Fig. 1: signal wires by layer
Drawn at 2 px/µm. Only two layers are drawn.
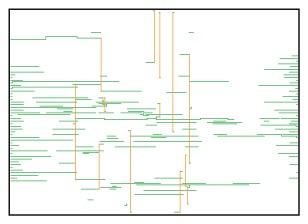
Fig. 2: gate-type map
Drawn at 3 px/µm.
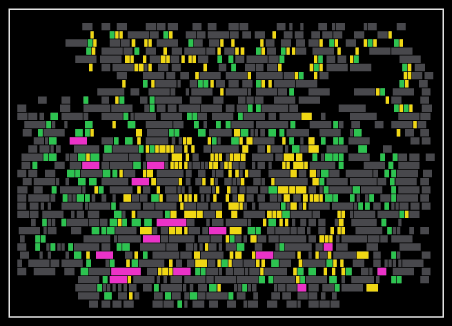
Fig. 3: layout detail
Region (57, 56) to (87, 86) µm. Cells in gray, sequential cells in the stronger gray; small squares are vias.
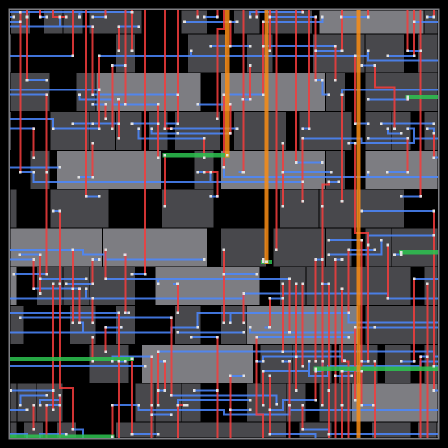
`src/rtl/if_id_stage.sv`:
```
// if_id_stage: program counter, instruction fetch and IF/ID pipeline register
module if_id_stage #(
    parameter int               XLEN      = 32,
    parameter logic [XLEN-1:0]  RESET_PC  = '0,
    parameter logic [31:0]      NOP_INSTR = 32'h0000_0013
) (
    input  logic            clk,
    input  logic            rst,
    input  logic            pc_write,
    input  logic            if_id_write,
    input  logic            if_id_flush,
    input  logic            branch_taken,
    input  logic [XLEN-1:0] branch_target,
    output logic [XLEN-1:0] imem_addr,
    input  logic [31:0]     imem_rdata,
    output logic [XLEN-1:0] if_id_pc,
    output logic [XLEN-1:0] if_id_pc4,
    output logic [31:0]     if_id_instr,
    output logic            if_id_valid,
    output logic [4:0]      if_id_rs1,
    output logic [4:0]      if_id_rs2
);
    logic [XLEN-1:0] pc_q, pc_d, pc_plus4;
    logic [XLEN-1:0] id_pc_q, id_pc_d, id_pc4_q, id_pc4_d;
    logic [31:0]     id_instr_q, id_instr_d;
    logic            id_valid_q, id_valid_d;
    logic            kill, load;

    assign pc_plus4 = pc_q + XLEN'(4);
    assign kill     = if_id_flush | branch_taken;
    assign load     = kill | if_id_write;

    // Next-state selection: a redirect beats a stall because it comes from an older instruction
    always_comb begin
        pc_d       = branch_taken ? (branch_target & ~XLEN'(3)) : pc_write ? pc_plus4 : pc_q;
        id_instr_d = kill ? NOP_INSTR : if_id_write ? imem_rdata : id_instr_q;
        id_valid_d = kill ? 1'b0 : if_id_write ? 1'b1 : id_valid_q;
        id_pc_d    = load ? pc_q : id_pc_q;
        id_pc4_d   = load ? pc_plus4 : id_pc4_q;
    end

    // PC and IF/ID state update with synchronous reset
    always_ff @(posedge clk) begin
        if (rst) begin
            pc_q       <= RESET_PC;
            id_instr_q <= NOP_INSTR;
            id_pc_q    <= '0;
            id_pc4_q   <= '0;
            id_valid_q <= 1'b0;
        end else begin
            pc_q       <= pc_d;
            id_instr_q <= id_instr_d;
            id_pc_q    <= id_pc_d;
            id_pc4_q   <= id_pc4_d;
            id_valid_q <= id_valid_d;
        end
    end

    assign imem_addr   = pc_q;
    assign if_id_pc    = id_pc_q;
    assign if_id_pc4   = id_pc4_q;
    assign if_id_instr = id_instr_q;
    assign if_id_valid = id_valid_q;
    assign if_id_rs1   = id_instr_q[19:15];
    assign if_id_rs2   = id_instr_q[24:20];
endmodule

```
`config.mk`:
```
export PLATFORM = sky130hd
export DESIGN_NAME = if_id_stage
export DESIGN_NICKNAME = d
export VERILOG_FILES = /design/src/rtl/if_id_stage.sv
export SDC_FILE = /design/constraint.sdc
export NUM_CORES = 1
export LEC_CHECK = 0
export ABC_AREA = 1
export CAP_MARGIN = 20
export CORE_ASPECT_RATIO = 0.7
export CORE_MARGIN = 2
export CORE_UTILIZATION = 40
export DETAILED_ROUTE_END_ITERATION = 8
export PLACE_DENSITY = 0.76
export SYNTH_ARGS = -nofsm -noshare
export SYNTH_HDL_FRONTEND = slang
export SYNTH_SLANG_ARGS = --single-unit
```
`constraint.sdc`:
```
create_clock -name clk -period 1.4 [get_ports clk]
set_input_delay 0.28 -clock clk [delete_from_list [all_inputs] [get_ports clk]]
set_output_delay 0.28 -clock clk [all_outputs]
set_load 0.01 [all_outputs]
```
==> job_summary.md <==
### Metrics collected by this job

| Metric | Value |
|---|---|
| Kind of cell with the highest combined delay on the critical path | simple AND/OR/NAND/NOR gates |
| Area leader share | 44.77% |
| Critical Setup Path Class | flop to flop |
| Slowest cell on crit path | dfxtp_4 |
| Final Critical Period | 1.631 ns |
| Crit start category | flop |
| Outcome | finished, violations left |
| FF-to-FF path depth | 9 |
| Number of enable flip-flop cells | 0 |
| Flop2flop setup slack | -0.23 ns |
| TritonCTS clock tree | built |
| Width of the die | 144.2 µm |
| Seq Cell Count | 123 |
| Non-clock buffers | 278 |
| Input/output buffers | 200 |
| DR DRC count | 0 |
| Routed wire per std cell | 15.86 µm |
| Fmax achieved | 613.0 MHz |
| Non-clock buffer share of cell area | 28.41% |
| Filler cell count | 1,142 |
| Arrival time reported for the critical path endpoint | 1.97 ns |
| Static leakage power | 4.264 nW |
| Worst stage delay on the critical path | 0.36 ns |
| Internal Pwr Total | 6.942 mW |
| GR Util All Layers | 24.79% |
| First element of the critical path | imem_addr[3]$_SDFFE_PP0P_ |
| Most used cells in the layout excluding fill and tap cells | nand2_1 (165), dlygate4sd2_1 (106), dfxtp_1 (98) |
| Post-synth design cell area | 5500 µm² |
| Destination of the critical timing path | imem_addr[16]$_SDFFE_PP0P_ |
| Non-CTS inverters | 55 |
| Met3 track utilization from global routing | 7.685% |
| Sum Neg Setup Slack | -4.878 ns |
| Worst hold slack across all endpoints | 0.4206 ns |
| Buffer levels on the longest clock path | 2 |
| Final non-filler cell area | 8786 µm² |
| Clock Skew | 0.006619 ns |
| Register area share after synthesis | 44.77% |
| Largest power group | the clock network |
| Number of clock buffers in the layout | 21 |
| Cell at the root of the clock tree | clkbuf_16 |
| Cell count after placement | 1,131 |
| Number of endpoints failing setup at the final stage | 46 |
| List of most frequent post-synthesis cells | nand2_1 (185), dfxtp_1 (123), a21oi_1 (65) |
| Post CTS Setup Buffer Count | 2 |
| Final Total Pwr | 9.263 mW |
| Combinational Power Share | 14.0% |
| Clock latency reported for the late side of the worst-skew pair | 0.42 ns |
| Period utilization | 116.5% |
| Final count of hold timing violations | 0 |
| Crit Path Max Fanout | 3 |
| WL final | 18,620 µm |
| Number of warning messages in the yosys log | 0 |
| Multi-input combinational cell area | 2780 µm² |
| Post-Synthesis Cells | 733 |
| Placeable core area | 13,310 µm² |
| Antenna violations before repair | 0 |
| Reg area | 2521 µm² |
| Power of the clock network | 4.17 mW |
| Maximum level of the CTS H-tree | 4 |
| Worst EP required | 1.74 ns |
| Count of tool warnings | 31 |
| Peak-usage layer in the global routing report | met2 |
| Number of max-cap violations | 0 |
| Pin count of the biggest net entering global routing | 41 |
| Number of buffers and inverters on the critical path | 1 |
| Total via count after detailed routing | 5,832 |
| Violated checks | negative setup slack |
| # IOs | 209 |
| Flip-flop and latch share of the layout cell area | 28.70% |
| Area share of and-or/or-and cells after synthesis | 18.54% |
| Chip area in the Yosys report | 5500 µm² |
| Final-report max-slew violation count | 0 |
| Met1 usage in global routing | 35.29% |
| Remaining antenna violation count after routing | 0 |
| Global-route wire length before repair | 28,150 µm |
| Worst setup margin | -0.2314 ns |
| Met3 wirelength from detailed routing | 1714 µm |
| Met2 routed wirelength | 8211 µm |
| Post-synth cell types | 30 |
| Nature of the critical path endpoint | flop |
| Total of cells resized after clock tree synthesis | 233 |
| Initial Utilization | 41.32% |
| Cell count of the worst hold path | 3 |
| # hold bufs at CTS | 0 |
Back to the opening pictures, Fig. 1:
[M4] orange | wire length: 373 µm
[M3] green | wire length: 1,710 µm

Back to the opening pictures, Fig. 2:
[xor and xnor cells] magenta | cells: 15
[nand cells] yellow | cells: 219
[aoi and oai cells] green | cells: 177 | where: all over the die

Back to the opening pictures, Fig. 3:
[M1] blue
[M3] green
[M2] red
[M4] orange
sequential cells in the window: 12
most frequent: nand2_1 (13), a21oi_1 (11), dfxtp_1 (10)
cells with their middle in the window: 73
netlist names of flops here include: if_id_instr (6), if_id_pc (3), imem_addr (2)

Power and IR drop assume default switching activity.
